$ cat src/rtl/nec_ir_decoder_if.sv
// rtl/nec_ir_decoder_if.sv - IR line in, decoded word and event pulses out
interface nec_ir_decoder_if;
    logic        ir;
    logic [15:0] data;
    logic        valid;
    logic        rpt;
    logic        err;

    modport master (output ir, input data, input valid, input rpt, input err);
    modport slave  (input ir, output data, output valid, output rpt, output err);
endinterface

$ cat src/rtl/nec_ir_decoder.sv
// rtl/nec_ir_decoder.sv - NEC IR frame decoder: width measurement, FSM, frame check
module nec_ir_decoder #(
    parameter int TICK_CYCLES = 600,
    parameter bit CHECK_ADDR  = 1'b1
) (
    input  logic            clk,
    input  logic            rst_n,
    nec_ir_decoder_if.slave bus
);
    localparam int            PW         = (TICK_CYCLES > 1) ? $clog2(TICK_CYCLES) : 1;
    localparam logic [PW-1:0] PRESC_LAST = PW'(TICK_CYCLES - 1);

    localparam logic [7:0] LEAD_MK_MIN = 8'd160, LEAD_MK_MAX = 8'd200;
    localparam logic [7:0] FRM_SP_MIN  = 8'd80,  FRM_SP_MAX  = 8'd100;
    localparam logic [7:0] RPT_SP_MIN  = 8'd36,  RPT_SP_MAX  = 8'd54;
    localparam logic [7:0] MK_MIN      = 8'd8,   MK_MAX      = 8'd14;
    localparam logic [7:0] ONE_SP_MIN  = 8'd28,  ONE_SP_MAX  = 8'd40;

    typedef enum logic [2:0] {
        IDLE,
        LEAD_MK,
        LEAD_SP,
        BIT_MK,
        BIT_SP,
        STOP_MK
    } state_t;

    state_t        state_q, state_d;
    logic [1:0]    sync_q, sync_d;
    logic          prev_q, prev_d;
    logic [PW-1:0] presc_q, presc_d;
    logic [7:0]    tick_cnt_q, tick_cnt_d;
    logic [5:0]    bit_cnt_q, bit_cnt_d;
    logic [31:0]   shift_q, shift_d;
    logic          rpt_flag_q, rpt_flag_d;
    logic          have_frame_q, have_frame_d;
    logic [15:0]   data_q, data_d;
    logic          valid_q, valid_d;
    logic          rpt_q, rpt_d;
    logic          err_q, err_d;

    logic       fall, rise, tick, timeout, frame_ok;
    logic [7:0] phase_max;
    logic [7:0] f_addr, f_addr_inv, f_cmd, f_cmd_inv;

    function automatic logic in_win(input logic [7:0] v, input logic [7:0] lo, input logic [7:0] hi);
        return (v >= lo) && (v <= hi);
    endfunction

    assign f_addr     = shift_q[7:0];
    assign f_addr_inv = shift_q[15:8];
    assign f_cmd      = shift_q[23:16];
    assign f_cmd_inv  = shift_q[31:24];
    assign frame_ok   = (f_cmd_inv == ~f_cmd) && (!CHECK_ADDR || (f_addr_inv == ~f_addr));

    assign fall = prev_q & ~sync_q[1];
    assign rise = ~prev_q & sync_q[1];
    assign tick = (presc_q == PRESC_LAST);

    always_comb begin
        phase_max = 8'd255;
        case (state_q)
            LEAD_MK: phase_max = LEAD_MK_MAX;
            LEAD_SP: phase_max = FRM_SP_MAX;
            BIT_MK:  phase_max = MK_MAX;
            BIT_SP:  phase_max = ONE_SP_MAX;
            STOP_MK: phase_max = MK_MAX;
            default: phase_max = 8'd255;
        endcase
    end

    // A real edge in the same cycle as the overflowing tick is judged on its width instead
    assign timeout = (state_q != IDLE) && tick && !(fall || rise) && (tick_cnt_q >= phase_max);

    always_comb begin
        sync_d       = {sync_q[0], bus.ir};
        prev_d       = sync_q[1];
        presc_d      = tick ? '0 : presc_q + 1'b1;
        tick_cnt_d   = tick_cnt_q;
        state_d      = state_q;
        bit_cnt_d    = bit_cnt_q;
        shift_d      = shift_q;
        rpt_flag_d   = rpt_flag_q;
        have_frame_d = have_frame_q;
        data_d       = data_q;
        valid_d      = 1'b0;
        rpt_d        = 1'b0;
        err_d        = 1'b0;

        if (fall || rise) begin
            tick_cnt_d = 8'd0;
        end else if (tick && (tick_cnt_q != 8'd255)) begin
            tick_cnt_d = tick_cnt_q + 8'd1;
        end

        if (timeout) begin
            err_d   = 1'b1;
            state_d = IDLE;
        end else begin
            case (state_q)
                IDLE: begin
                    if (fall) begin
                        state_d    = LEAD_MK;
                        bit_cnt_d  = 6'd0;
                        rpt_flag_d = 1'b0;
                    end
                end
                LEAD_MK: begin
                    if (rise) begin
                        if (in_win(tick_cnt_q, LEAD_MK_MIN, LEAD_MK_MAX)) begin
                            state_d = LEAD_SP;
                        end else begin
                            err_d   = 1'b1;
                            state_d = IDLE;
                        end
                    end
                end
                LEAD_SP: begin
                    if (fall) begin
                        if (in_win(tick_cnt_q, FRM_SP_MIN, FRM_SP_MAX)) begin
                            state_d = BIT_MK;
                        end else if (in_win(tick_cnt_q, RPT_SP_MIN, RPT_SP_MAX)) begin
                            state_d    = STOP_MK;
                            rpt_flag_d = 1'b1;
                        end else begin
                            err_d   = 1'b1;
                            state_d = IDLE;
                        end
                    end
                end
                BIT_MK: begin
                    if (rise) begin
                        if (in_win(tick_cnt_q, MK_MIN, MK_MAX)) begin
                            state_d = BIT_SP;
                        end else begin
                            err_d   = 1'b1;
                            state_d = IDLE;
                        end
                    end
                end
                BIT_SP: begin
                    if (fall) begin
                        if (in_win(tick_cnt_q, ONE_SP_MIN, ONE_SP_MAX) ||
                            in_win(tick_cnt_q, MK_MIN, MK_MAX)) begin
                            // LSB arrives first, so after 32 shifts bit 0 lands in shift_q[0]
                            shift_d   = {in_win(tick_cnt_q, ONE_SP_MIN, ONE_SP_MAX), shift_q[31:1]};
                            bit_cnt_d = bit_cnt_q + 6'd1;
                            state_d   = (bit_cnt_q == 6'd31) ? STOP_MK : BIT_MK;
                        end else begin
                            err_d   = 1'b1;
                            state_d = IDLE;
                        end
                    end
                end
                STOP_MK: begin
                    if (rise) begin
                        state_d = IDLE;
                        if (!in_win(tick_cnt_q, MK_MIN, MK_MAX)) begin
                            err_d = 1'b1;
                        end else if (rpt_flag_q) begin
                            rpt_d = have_frame_q;
                            err_d = !have_frame_q;
                        end else if (frame_ok) begin
                            data_d       = {f_addr, f_cmd};
                            valid_d      = 1'b1;
                            have_frame_d = 1'b1;
                        end else begin
                            err_d = 1'b1;
                        end
                    end
                end
                default: state_d = IDLE;
            endcase
        end
    end

    always_ff @(posedge clk or negedge rst_n) begin
        if (!rst_n) begin
            state_q      <= IDLE;
            sync_q       <= 2'b11;
            prev_q       <= 1'b1;
            presc_q      <= '0;
            tick_cnt_q   <= 8'd0;
            bit_cnt_q    <= 6'd0;
            shift_q      <= 32'd0;
            rpt_flag_q   <= 1'b0;
            have_frame_q <= 1'b0;
            data_q       <= 16'd0;
            valid_q      <= 1'b0;
            rpt_q        <= 1'b0;
            err_q        <= 1'b0;
        end else begin
            state_q      <= state_d;
            sync_q       <= sync_d;
            prev_q       <= prev_d;
            presc_q      <= presc_d;
            tick_cnt_q   <= tick_cnt_d;
            bit_cnt_q    <= bit_cnt_d;
            shift_q      <= shift_d;
            rpt_flag_q   <= rpt_flag_d;
            have_frame_q <= have_frame_d;
            data_q       <= data_d;
            valid_q      <= valid_d;
            rpt_q        <= rpt_d;
            err_q        <= err_d;
        end
    end

    assign bus.data  = data_q;
    assign bus.valid = valid_q;
    assign bus.rpt   = rpt_q;
    assign bus.err   = err_q;
endmodule

$ cat src/flat_wrapper.sv
// flat-port wrapper written by rule: the top's interface ports become plain ports
module nec_ir_decoder_flat 
#(
    parameter int TICK_CYCLES = 600,
    parameter bit CHECK_ADDR  = 1'b1
)
  (clk, rst_n, bus_ir, bus_data, bus_valid, bus_rpt, bus_err);
  nec_ir_decoder_if bus_i ();
  input  logic clk;
  input  logic rst_n;
  input wire logic [$bits(bus_i.ir)-1:0] bus_ir;
  output wire logic [$bits(bus_i.data)-1:0] bus_data;
  output wire logic [$bits(bus_i.valid)-1:0] bus_valid;
  output wire logic [$bits(bus_i.rpt)-1:0] bus_rpt;
  output wire logic [$bits(bus_i.err)-1:0] bus_err;
  assign bus_i.ir = bus_ir;
  assign bus_data = bus_i.data;
  assign bus_valid = bus_i.valid;
  assign bus_rpt = bus_i.rpt;
  assign bus_err = bus_i.err;
  nec_ir_decoder #(.TICK_CYCLES(TICK_CYCLES), .CHECK_ADDR(CHECK_ADDR)) u_core (.clk(clk), .rst_n(rst_n), .bus(bus_i));
endmodule
$ cat config.mk
export PLATFORM = sky130hd
export DESIGN_NAME = nec_ir_decoder_flat
export DESIGN_NICKNAME = d
export VERILOG_FILES = /design/src/rtl/nec_ir_decoder_if.sv /design/src/rtl/nec_ir_decoder.sv /design/src/flat_wrapper.sv
export SDC_FILE = /design/constraint.sdc
export NUM_CORES = 1
export LEC_CHECK = 0
export CORE_MARGIN = 3
export CORE_UTILIZATION = 30
export CTS_CLUSTER_DIAMETER = 50
export DETAILED_ROUTE_END_ITERATION = 8
export REMOVE_ABC_BUFFERS = 1
export SYNTH_ARGS = -nofsm -noshare
export SYNTH_HDL_FRONTEND = slang
export SYNTH_SLANG_ARGS = --single-unit
$ cat constraint.sdc
create_clock -name clk -period 4.8 [get_ports clk]
set_clock_uncertainty 0.15 [all_clocks]
set_input_delay 0.48 -clock clk [delete_from_list [all_inputs] [get_ports clk]]
set_output_delay 0.48 -clock clk [all_outputs]
set_load 0.02 [all_outputs]
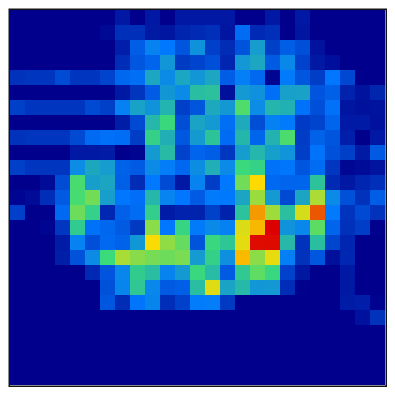
run_1/route_heat.png
(3 px per um) 25 x 25 tiles, from dark blue (low) to red (high), scaled to the fullest tile. Values are wire area over tile area, all layers added.
tiles over half the peak = 5.6%
mean over tiles = 0.081
densest ninth of the die = middle
GRT Overall Usage: 0.107
DRT Wirelength: 8040 um
routed via count: 2,817
DR WL/cell: 14.0 um

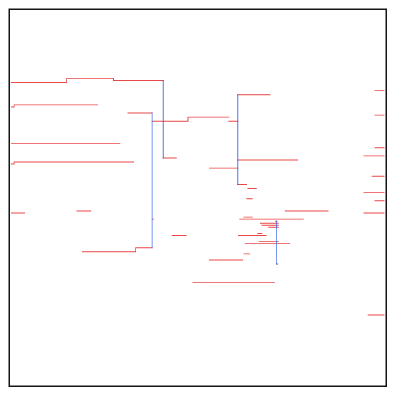
run_1/layers.png
(3 px per um) Only two layers are drawn.
M4 -> blue  # wire length 115 um
M3 -> red  # wire length 454 um

==> results.txt, run 1 <==
fresh numbers from the pnr run: status completed, die area between 0.015 and 0.02 mm2, Fillers 1,352, Max Cap Viol 0, CTS Root Cell clkbuf_16, CP Capture Type register, Synth logic family simple AND/OR/NAND/NOR gates, DR iter-0 viols approximately 230, Finished Cell Area between 0.004 and 0.005 mm2, Ys Warns 0, post-route ant nets 0, global routing usage on met2 0.157, clk cell area share 0.0602, Slew HR 0.306, Remaining DRCs 0, routing usage on met3 0.0341, HP Class in2async, most flop-heavy register u_core.shift_q, Fmax achieved slightly below 300 MHz, Critical-path top delay cell dfrtp_1, Non-clk bufs 25, ao+oa area frac 0.0629, H-tree levels 3, die span in x around 130 um, share of layout cells above drive strength 1 0.202, xor/xnor share 0.0597, TritonRoute pass-1 iters 5
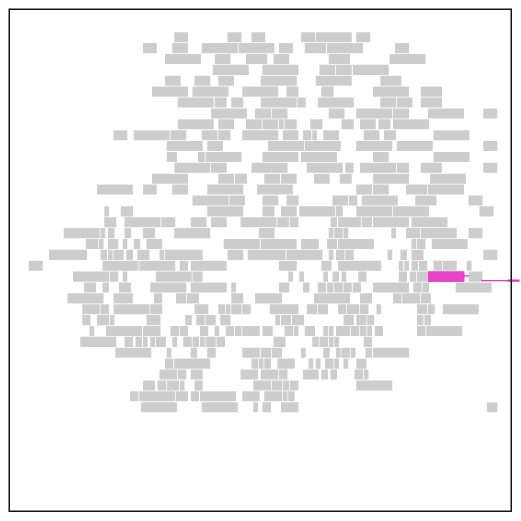
run_1/port_trees.png
(4 px per um)
bus_err -> magenta  # bits 1, direction output, edge right, end cells 1, wire 8.60 um
port buffer count: 21
IO Count: 22

==> run 1 -> run 2 <==
- clock period: 4.8 -> 3.2 ns (I/O delays scaled with it)
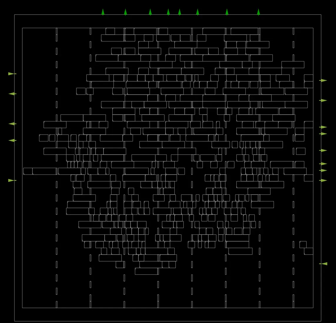
run_2/placed.png
Core Area: 0.0136 mm2
seq_cells: 83

==> results.txt, run 2 <==
fresh numbers from the pnr run: IO Count 22, Clock Power 1.05 mW, Reg2Reg Depth 12, CP Capture Type register, DR iter-0 viols about 320, Sequential Power Share 0.449, GRT Overall Usage 0.115, Synth logic family simple AND/OR/NAND/NOR gates, die span in x about 130 um, Non-clk bufs ~48, xor/xnor share 0.0597, DR WL/cell 14.4 um, global routing usage on met2 0.175, crit path cell chain nand2b_1 > nand2_1 > mux2_2 > nor2b_1 > ha_1 > a21oi_1 > o21ai_0 > a31oi_2 > nor2_2 > buf_4 > or4_1 > a21oi_1, Critical-path top delay cell or4_1, TritonRoute pass-1 iters 7, post-route ant nets 0, met1 global-route usage 0.155, Fmax achieved roughly 330 MHz, HP Class reg2reg, DRT Wirelength around 8500 um, Ys Warns 0, port buffer count 21, Fillers roughly 1,300, die area 0.0157 mm2, Sw Share 0.252, Slew HR 0.580, most flop-heavy register u_core.shift_q, routing usage on met3 0.0397, clk cell area share 0.0592, GP Congestion a little under 0.9, H-tree levels 3, Synth Area per Inst 11.5 um2, routed via count approximately 2,900, yosys adder share 0.0441, CTS Root Cell clkbuf_16, status completed, Max Cap Viol 0, largest net degree at the start of global routing 38, share of layout cells above drive strength 1 0.258, yosys simple share 0.177
run_2/route_heat.png
(3 px per um) 25 x 25 tiles, from dark blue (low) to red (high), scaled to the fullest tile. Values are wire area over tile area, all layers added.
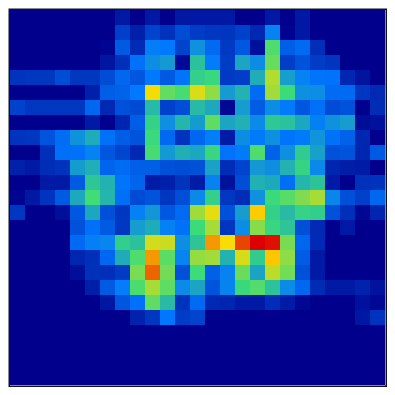

==> run 2 -> run 3 <==
- CORE_UTILIZATION: 30 -> 45
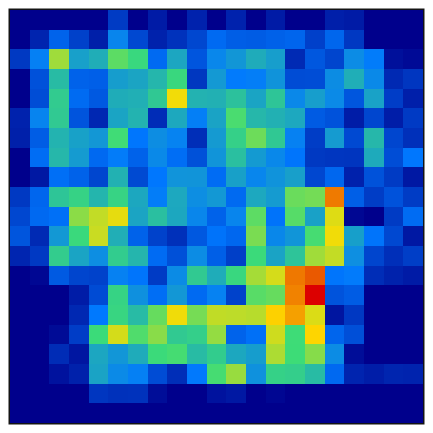
run_3/route_heat.png
(4 px per um) 21 x 21 tiles, from dark blue (low) to red (high), scaled to the fullest tile. Values are wire area over tile area, all layers added.
nearly empty tiles = 20%
emptiest ninth of the die = bottom left
mean over tiles = 0.12
fullest tile = 0.49
tiles over half the peak = 12%
DRT Wirelength: 8200 um
routed via count: 2,864
GRT Overall Usage: 0.167

==> results.txt, run 3 <==
fresh numbers from the pnr run: Clock Power about 0.79 mW, DR WL/cell about 16 um, most flop-heavy register u_core.shift_q, ao+oa area frac 0.0629, row cnt 34, post-route ant nets 0, CTS Root Cell clkbuf_8, Yosys cell types roughly 56, port buffer count 21, Fmax achieved between 300 and 400 MHz, GP Congestion 0.878, Non-clk bufs 43, peak supply drop between 200 and 250 uV, routing usage on met3 0.0315, Synth Area per Inst roughly 11 um2, minimum clock period between 3000 and 4000 ps, hold slack final -23.9 ps, yosys simple share 0.177, Sw Share 0.272, Core Area between 0.008 and 0.009 mm2, Synth logic family simple AND/OR/NAND/NOR gates, Fillers 759, clk cell area share 0.0424, initial antenna violation count 0, met1 global-route usage 0.238, Slew HR 0.313, global routing usage on met2 0.254, Reg2Reg Depth 9, DR iter-0 viols 88, failing checks negative hold slack, Final Hold Fails 5, IO Count 22, Finished Cell Area between 0.004 and 0.005 mm2, Remaining DRCs 0, yosys adder share 0.0441, Critical-path top delay cell or4_4, die area 0.0107 mm2, share of layout cells above drive strength 1 0.249, Ys Warns 0, HP Class in2async, Sequential Power Share 0.498, die span in x 103 um, Slew Viols, Final 0, number of global-route vias before repair around 2,800, crit path cell chain inv_1 > ha_1 > nand3b_1 > nand3b_4 > or4_4 > or3_4 > nor3_4 > buf_12 > mux2_2, status complete, but fails checks, largest net degree at the start of global routing about 84, xor/xnor share 0.0597

==> notes/layouts.md <==
Pictures saved along the way, in no particular order.

Sequential cells coloured by netlist name.
Plate I
(6 px per um) Other sequential cells in the stronger grey, the rest of the logic in the fainter grey.
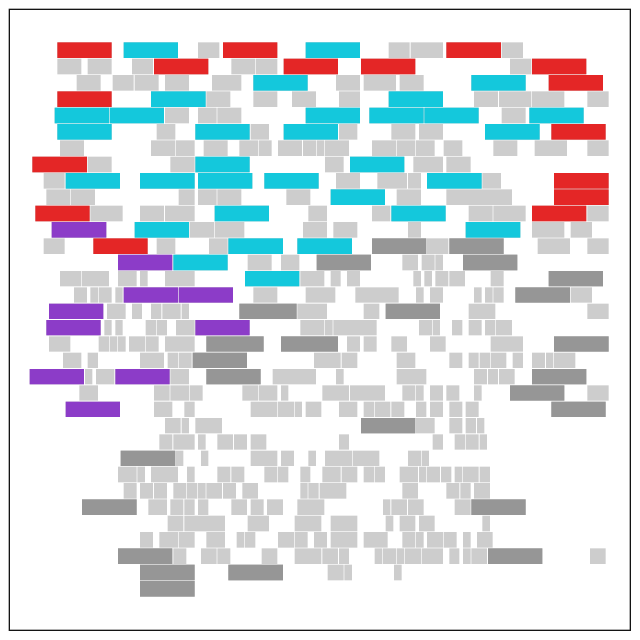
Plate II
(4 px per um) Other sequential cells in the stronger grey, the rest of the logic in the fainter grey.
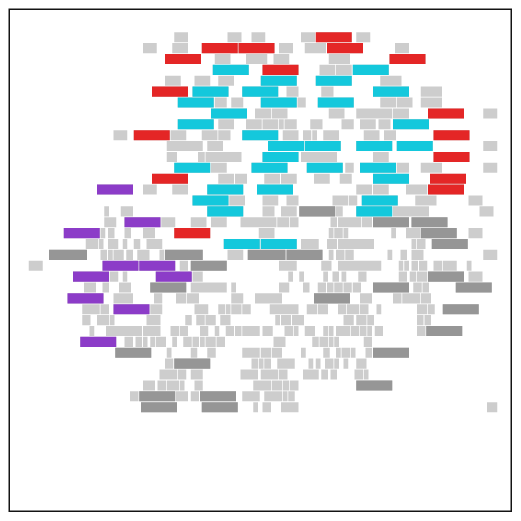
Run 3 is Plate I.
Run 1 is Plate II.
The one with the largest die is Plate II.

Key to Plate II:
u_core.presc_q -> purple  # sequential cells 10, where left middle
u_core.bus.data -> red  # sequential cells 16
u_core.shift_q -> cyan  # sequential cells 32, where top middle

Power figures rest on the tool's default switching activity, not on a simulated workload.
